Fig. 1: signal wires on met2
Scale bar: 50 um.
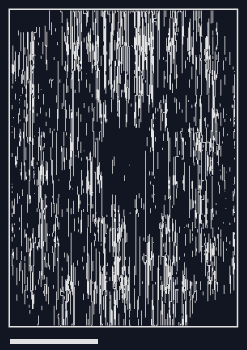
Fig. 2: supply network
Pins as bars on the die edge. Tap cells in grey.
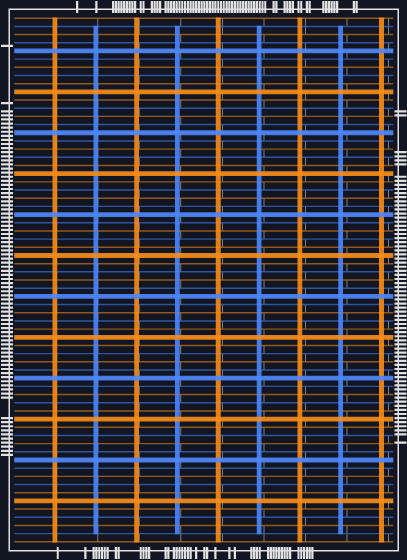
Fig. 3: placed standard cells
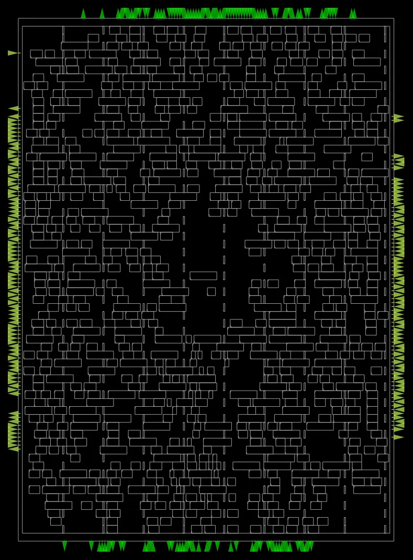
Fig. 4: clock network drawn from the DEF
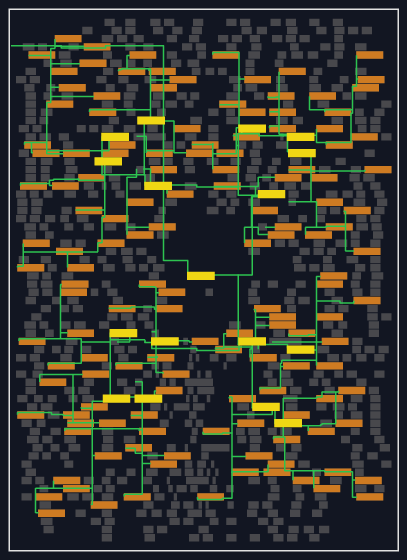
Fig. 5: cell classes on the final placement
Scale bar: 50 um. Fill, decap, tap and diode cells in grey.
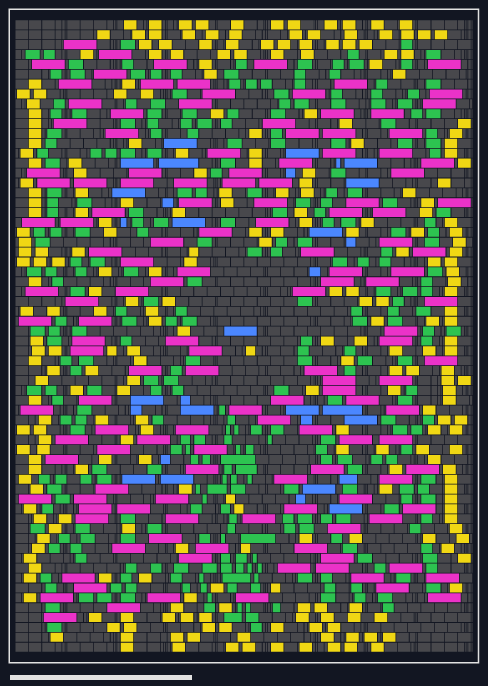
<file path="src/rtl/channel_xbar_pkg.sv">
// Shared types and the round-robin search helper for the channel crossbar.
package channel_xbar_pkg;

    localparam int MAX_S   = 64;
    localparam int MAX_LOG = 6;

    typedef struct packed {
        logic               hit;
        logic [MAX_LOG-1:0] idx;
    } rr_pick_t;

    // First set request at or after ptr, wrapping within the n live sources.
    function automatic rr_pick_t rr_pick(input logic [MAX_S-1:0] req, input int n, input int ptr);
        rr_pick_t r;
        int       cand;
        r.hit = 1'b0;
        r.idx = '0;
        for (int k = 0; k < MAX_S; k++) begin
            cand = ptr + k;
            if (cand >= n) begin
                cand = cand - n;
            end else begin
                cand = cand;
            end
            if ((k < n) && !r.hit && req[cand[MAX_LOG-1:0]]) begin
                r.hit = 1'b1;
                r.idx = cand[MAX_LOG-1:0];
            end else begin
                r = r;
            end
        end
        return r;
    endfunction

endpackage

</file>
<file path="src/rtl/channel_rr_arb.sv">
// Per-destination round-robin arbiter with packet lock; the pointer only
// advances on a last-beat accept so fairness is per packet.
module channel_rr_arb
    import channel_xbar_pkg::*;
#(
    parameter int S     = 2,
    parameter int LOG_S = (S > 1) ? $clog2(S) : 1
) (
    input  logic             clk,
    input  logic             rst,
    input  logic [S-1:0]     req_i,
    input  logic [S-1:0]     last_i,
    input  logic             free_i,
    output logic [S-1:0]     grant_o,
    output logic [LOG_S-1:0] grant_idx_o
);

    logic [LOG_S-1:0] ptr_q, ptr_d;
    logic             lock_q, lock_d;
    logic [LOG_S-1:0] lock_src_q, lock_src_d;

    logic [MAX_S-1:0] req_ext_s;
    rr_pick_t         pick_s;
    logic [S-1:0]     grant_s;
    logic [LOG_S-1:0] grant_idx_s;
    logic             accept_s;
    logic             last_s;

    // Grant selection: locked owner only, otherwise round-robin search.
    always_comb begin
        req_ext_s          = '0;
        req_ext_s[S-1:0]   = req_i;
        pick_s             = rr_pick(req_ext_s, S, int'(ptr_q));
        grant_s            = '0;
        grant_idx_s        = '0;
        for (int s = 0; s < S; s++) begin
            if (lock_q) begin
                grant_s[s] = req_i[s] && (lock_src_q == LOG_S'(s));
            end else begin
                grant_s[s] = pick_s.hit && (int'(pick_s.idx) == s);
            end
            if (grant_s[s]) begin
                grant_idx_s = LOG_S'(s);
            end else begin
                grant_idx_s = grant_idx_s;
            end
        end
        accept_s = (|grant_s) && free_i;
        last_s   = |(grant_s & last_i);
    end

    // Lock and pointer update on accepted beats.
    always_comb begin
        ptr_d      = ptr_q;
        lock_d     = lock_q;
        lock_src_d = lock_src_q;
        if (accept_s) begin
            if (last_s) begin
                lock_d = 1'b0;
                ptr_d  = (int'(grant_idx_s) == S - 1) ? '0 : grant_idx_s + LOG_S'(1);
            end else begin
                lock_d     = 1'b1;
                lock_src_d = grant_idx_s;
            end
        end else begin
            lock_d = lock_q;
        end
    end

    // Arbiter state registers.
    always_ff @(posedge clk or posedge rst) begin
        if (rst) begin
            ptr_q      <= '0;
            lock_q     <= 1'b0;
            lock_src_q <= '0;
        end else begin
            ptr_q      <= ptr_d;
            lock_q     <= lock_d;
            lock_src_q <= lock_src_d;
        end
    end

    assign grant_o     = grant_s;
    assign grant_idx_o = grant_idx_s;

endmodule

</file>
<file path="src/rtl/channel_xbar_checker.sv">
// Flags a valid source addressing a destination that does not exist.
module channel_xbar_checker #(
    parameter int S     = 2,
    parameter int D     = 2,
    parameter int LOG_D = (D > 1) ? $clog2(D) : 1
) (
    input logic                      clk,
    input logic                      rst,
    input logic [S-1:0]              vld_i,
    input logic [S-1:0][LOG_D-1:0]   tgt_i
);

    for (genvar s = 0; s < S; s++) begin : g_tgt
        a_tgt_range: assert property (@(posedge clk) disable iff (rst)
            vld_i[s] |-> (int'(tgt_i[s]) < D));
    end

endmodule

</file>
<file path="src/rtl/channel_xbar_arbiter.sv">
// S x D channel crossbar with per-destination round-robin, burst lock and
// registered output slots. CHANNEL_XBAR_PERF_EN adds per-destination beat counters.
module channel_xbar_arbiter
    import channel_xbar_pkg::*;
#(
    parameter int S     = 2,
    parameter int D     = 2,
    parameter int WIDTH = 64,
    parameter int LOG_S = (S > 1) ? $clog2(S) : 1,
    parameter int LOG_D = (D > 1) ? $clog2(D) : 1
) (
    input  logic                        clk,
    input  logic                        rst,
    input  logic [S-1:0]                srcVld_i,
    input  logic [S-1:0][LOG_D-1:0]     srcTarget_i,
    input  logic [S-1:0]                srcLast_i,
    input  logic [S-1:0][WIDTH-1:0]     srcDat_i,
    output logic [S-1:0]                srcRdy_o,
    output logic [D-1:0]                dstVld_o,
    output logic [D-1:0]                dstLast_o,
    output logic [D-1:0][LOG_S-1:0]     dstSrc_o,
    output logic [D-1:0][WIDTH-1:0]     dstDat_o,
    input  logic [D-1:0]                dstRdy_i
`ifdef CHANNEL_XBAR_PERF_EN
    ,
    output logic [D-1:0][31:0]          grantCnt_o
`endif
);

    typedef struct packed {
        logic [WIDTH-1:0] dat;
        logic             last;
        logic [LOG_S-1:0] src;
    } xbar_beat_t;

    logic [D-1:0][S-1:0]     req_s;
    logic [D-1:0][S-1:0]     grant_s;
    logic [D-1:0][LOG_S-1:0] gidx_s;
    logic [D-1:0]            free_s;
    logic [D-1:0]            acc_s;
    logic [S-1:0]            rdy_s;
    xbar_beat_t [D-1:0]      beat_s;

    logic [D-1:0]            vld_q, vld_d;
    xbar_beat_t [D-1:0]      beat_q, beat_d;

    // Request matrix and slot availability; a draining slot can refill at once.
    always_comb begin
        for (int d = 0; d < D; d++) begin
            free_s[d] = !vld_q[d] || dstRdy_i[d];
            for (int s = 0; s < S; s++) begin
                req_s[d][s] = srcVld_i[s] && (srcTarget_i[s] == LOG_D'(d));
            end
        end
    end

    for (genvar d = 0; d < D; d++) begin : g_arb
        channel_rr_arb #(
            .S     (S),
            .LOG_S (LOG_S)
        ) u_arb (
            .clk         (clk),
            .rst         (rst),
            .req_i       (req_s[d]),
            .last_i      (srcLast_i),
            .free_i      (free_s[d]),
            .grant_o     (grant_s[d]),
            .grant_idx_o (gidx_s[d])
        );
    end

    // Source ready: each source requests one destination, so OR across d.
    always_comb begin
        rdy_s = '0;
        for (int s = 0; s < S; s++) begin
            for (int d = 0; d < D; d++) begin
                rdy_s[s] = rdy_s[s] | (grant_s[d][s] & free_s[d]);
            end
        end
        if (rst) begin
            srcRdy_o = '0;
        end else begin
            srcRdy_o = rdy_s;
        end
    end

    // Output slot next state: load on accept, clear on drain, else hold.
    always_comb begin
        vld_d  = vld_q;
        beat_d = beat_q;
        for (int d = 0; d < D; d++) begin
            acc_s[d]       = (|grant_s[d]) && free_s[d];
            beat_s[d].dat  = '0;
            beat_s[d].last = 1'b0;
            beat_s[d].src  = gidx_s[d];
            for (int s = 0; s < S; s++) begin
                beat_s[d].dat  = beat_s[d].dat | ({WIDTH{grant_s[d][s]}} & srcDat_i[s]);
                beat_s[d].last = beat_s[d].last | (grant_s[d][s] & srcLast_i[s]);
            end
            if (acc_s[d]) begin
                vld_d[d]  = 1'b1;
                beat_d[d] = beat_s[d];
            end else if (dstRdy_i[d]) begin
                vld_d[d]  = 1'b0;
            end else begin
                vld_d[d]  = vld_q[d];
            end
        end
    end

    // Output slot registers.
    always_ff @(posedge clk or posedge rst) begin
        if (rst) begin
            vld_q  <= '0;
            beat_q <= '0;
        end else begin
            vld_q  <= vld_d;
            beat_q <= beat_d;
        end
    end

    always_comb begin
        for (int d = 0; d < D; d++) begin
            dstVld_o[d]  = vld_q[d];
            dstLast_o[d] = beat_q[d].last;
            dstSrc_o[d]  = beat_q[d].src;
            dstDat_o[d]  = beat_q[d].dat;
        end
    end

`ifdef CHANNEL_XBAR_PERF_EN
    logic [D-1:0][31:0] cnt_q, cnt_d;

    // Accepted-beat counters, free-running with wrap.
    always_comb begin
        for (int d = 0; d < D; d++) begin
            cnt_d[d] = cnt_q[d] + {31'd0, acc_s[d]};
        end
    end

    // Counter registers.
    always_ff @(posedge clk or posedge rst) begin
        if (rst) begin
            cnt_q <= '0;
        end else begin
            cnt_q <= cnt_d;
        end
    end

    assign grantCnt_o = cnt_q;
`endif

    channel_xbar_checker #(
        .S     (S),
        .D     (D),
        .LOG_D (LOG_D)
    ) u_chk (
        .clk   (clk),
        .rst   (rst),
        .vld_i (srcVld_i),
        .tgt_i (srcTarget_i)
    );

endmodule
</file>
<file path="config.mk">
export PLATFORM = sky130hd
export DESIGN_NAME = channel_xbar_arbiter
export DESIGN_NICKNAME = d
export VERILOG_FILES = /design/src/rtl/channel_xbar_pkg.sv /design/src/rtl/channel_rr_arb.sv /design/src/rtl/channel_xbar_checker.sv /design/src/rtl/channel_xbar_arbiter.sv
export SDC_FILE = /design/constraint.sdc
export NUM_CORES = 1
export LEC_CHECK = 0
export CELL_PAD_IN_SITES_DETAIL_PLACEMENT = 1
export CELL_PAD_IN_SITES_GLOBAL_PLACEMENT = 2
export CORE_ASPECT_RATIO = 1.4
export CORE_UTILIZATION = 30
export CTS_CLUSTER_SIZE = 12
export DETAILED_ROUTE_END_ITERATION = 10
export PLACE_DENSITY_LB_ADDON = 0.1
export SKIP_LAST_GASP = 1
export SLEW_MARGIN = 20
export SYNTH_ARGS = -nofsm -noshare
export SYNTH_HDL_FRONTEND = slang
export SYNTH_SLANG_ARGS = --single-unit
</file>
<file path="constraint.sdc">
create_clock -name clk -period 10.6 [get_ports clk]
set_input_delay 1.06 -clock clk [delete_from_list [all_inputs] [get_ports clk]]
set_output_delay 1.06 -clock clk [all_outputs]
set_load 0.005 [all_outputs]
</file>
==> impl_metrics.tcl <==
# collected from the flow reports
set metrics [dict create \
    seq_power_share 0.351 \
    num-nets-final 890 \
    syn-cell-area_sq_um 6750 \
    cp.depth 7 \
    min_delay_path_depth 1 \
    top_cells_by_area "dfrtp_1 (52%), mux2_2 (21%), a22o_1 (17%)" \
    period_minus_slack_ns 4.72 \
    synth-adder-area-share 0 \
    ys_area_sq_um 6750 \
    pwr-share-clk 0.225 \
    synthCells 500 \
    grt_pass1_vias 6085 \
    grtUsageTotal 0.197 \
    ir_drop_v 0.000105 \
    flop_area_sq_um 3500 \
    finalSetupViolations 0 \
    grt_max_degree 75 \
    grt_pass1_wl_mm 34.7 \
    finalSetupTns_ns 0 \
    logic_area_sq_um 2980 \
    finalCritPeriodShare 0.445 \
    routabilityCongestion 0.764 \
    grt-ovfl-total 0 \
    ctsHtreeMaxLevel 4 \
    clockBufferDepth 2 \
    synth.distinct_cells 33 \
    internal-power_mw 1.85 \
    antenna_left 0 \
    synth_flops 140 \
    crit_path_start "srcVld_i[0]" \
    area.growth.synth_to_final_pct 51.7 \
    cts_buffers 17 \
    power_top_consumer "combinational cells" \
    yosys.area.top_type "dfrtp_1" \
    drc 0 \
    critPathCaptureType "output port" \
    crit_top_cell "clkdlybuf4s50_1" \
    p_leak_nw 4.49 \
    r2r_slack_ns 7.71 \
    yosys_cells 500 \
    hpwlAfterDp_mm 14.9 \
    fp.dieW_um 129 \
    antenna_found_initial 0 \
    relSlewSlack 0.359 \
    cp.required_ns 9.54 \
    simple_gate_share 0.0193 \
    io_pins 274 \
    cp_cell_sequence "clkdlybuf4s50_1, and2_2, and3_2, buf_4, nand2_1, a21oi_1, clkdlybuf4s50_1" \
    power_frac_comb 0.423 \
    post-cts-setup-buffers 0 \
    cp_max_fo 67 \
    cts_tree "yes" \
    fp-utilization 0.308 \
    rr_worst_depth 5 \
    swShare 0.297 \
    pg_comb_mw 1.11 \
    rsz0062_at_grt "false" \
    crit_end "srcRdy_o[0]" \
    ys_sh_xor 0 \
    top_area_frac 0.519 \
    hp-class "reg -> reg" \
    cpLargestDelayFamily "buffers and inverters" \
    worst-path-buf-inv 3 \
    p_clk_mw 0.593 \
    finalHoldViolations 0 \
    synth-edff-count 0 \
    clock-sinks 140 \
    crit_path_start_kind "primary input" \
    hp-start "dstDat_o[33]" \
    drt_iter0_drc 189 \
    ys_top_logic_family "multiplexers" \
    regToRegEndpoint "dstDat_o[56]" \
    viasPerCell 5.17 \
    dpl_cell_area_sq_um 9660 \
    dieArea_sq_um 23100 \
    cts-root-buf "clkbuf_16" \
    syn_nets 638 \
    fp.dieH_um 180 \
    critPathArrivalTime_ns 3.66 \
    wire_per_inst_um 21.2 \
    postCtsResizedCells 0 \
    diodes 0 \
    crit_type "in -> out" \
    port_buffers 273 \
    max_cap_viol_count 0 \
    worst_pin_slew_ns 0.962 \
    synth-main-ff-cell "dfrtp_1" \
    slew_viol_final 0 \
    compound_area_frac 0.200 \
    power_density_nw_per_um2 257 \
    rr_startpoint "dstVld_o[0]" \
    powerSeq_mw 0.924 \
    final_common_cell "clkdlybuf4s50_1" \
    power_switching_mw 0.781 \
    synth-async-reset-ratio 1.00 \
    synth.avg_cell_area_sq_um 13.5 \
    cp_slowest_cell "buf_4" \
    clkTransAtPathRegs_ns 0.05 \
    fmax_mhz 212 \
    warning_count 26 \
    synthMuxAreaShare 0.217 \
    final_area_sq_um 10200 \
    final_cell_mix "clkdlybuf4s50_1 (273), dfrtp_1 (140), a22o_1 (133)" \
    layout-drive-gt1-share 0.232 \
    outcome "finished, final reports clean" \
    yosys_warnings 0 \
    yosysSeqAreaShare 0.519 \
    whs_endpoint "dstDat_o[33]" \
    fp.coreArea_sq_um 21900 \
    cts_hold_buf 0 \
    crit_path_max_incr_delay_ns 0.69 \
    drtPass1Iterations 4 \
]
About Fig. 1:
The layer holds 51% of the routed length. The longest straight run is 60.0 um. 854 nets have wire on it. The wires run mostly vertical.
Total Wirelength: 22.5 mm
routed via count: 5483

About Fig. 2:
VDD: marked blue. VSS: marked orange.
12 straps on met5. 65 met1 rails follow the rows. The core has 64 rows.

About Fig. 3:
# fillers: 2356
row count: 64
fraction of area in registers: 0.342

About Fig. 4:
flip-flops: marked orange, count 140. cells driving clock nets: marked yellow, count 17. clock wires: marked green, length 1980 um.
Position of the flops: widely spread.
clock skew: 0.0130 ns
Latency at later pin: 0.42 ns

About Fig. 5:
flip-flops: marked magenta, cells 140, share of their area 35%. clock drivers and dummy loads: marked blue, cells 31, share of their area 5.9%. all other logic: marked green, cells 313, share of their area 30%. other buffers and delay cells: marked yellow, cells 280, share of their area 28%.

-- cells in the mapped netlist, drive strengths merged, types with 2 or more instances --
cell type and n:
a31oi 5, buf 38, a22o 133, mux2 129, dfrtp 140, clkbuf 9
inv 5, a221oi 3, nor2 2, nand2b 4, a21oi 3, a21o 2
nand2 12
-- cell type report --
class / instances / area share
timing repair buffer: 280 / 0.272
sequential: 140 / 0.342
tap: 297 / 0.0363
multi-input combinational: 308 / 0.291
clock buffer: 19 / 0.0432
clock inverter: 12 / 0.0134
inverter: 5 / 0.00232
-- cell families (layout without fill, tap and decap cells) --
kind of cell / count (synthesis) / in the layout
AND/OR/NAND/NOR: 24 / 24
AND-OR/OR-AND: 154 / 154
buffers and inverters: 52 / 316
flip-flops: 140 / 140
multiplexers: 130 / 130
-- layer usage --
metal,vias to the layer above,share of wire,global-route usage
met5,-,0,0
met4,0,0.016,0.0616
met3,21,0.073,0.0640
met2,207,0.51,0.342
met1,2822,0.40,0.226
li1,2433,-,-
-- metrics by stage --
step	util	hold slack [ns]	power, mW	setup slack [ns]	cells
final	0.467	0.487	2.63	5.88	1061
after global routing	0.467	0.517	2.78	5.73	1061
after floorplan	-	0.483	1.37	5.79	500
after detailed placement	0.440	0.478	2.06	5.86	1030
after CTS	0.467	0.495	2.67	5.86	1061
after global placement	0.440	0.469	2.04	5.87	1030
-- sequential cells by signal, summed over array words and instances, names as in the netlist --
| signal | flops |
|---|---|
| dstDat_o | 128 |
| dstLast_o | 2 |
| dstSrc_o | 2 |
| dstVld_o | 2 |
| g_arb.u_arb.lock_q | 2 |
| g_arb.u_arb.lock_src_q | 2 |
| g_arb.u_arb.ptr_q | 2 |
Power is estimated from default activity; no workload was simulated.
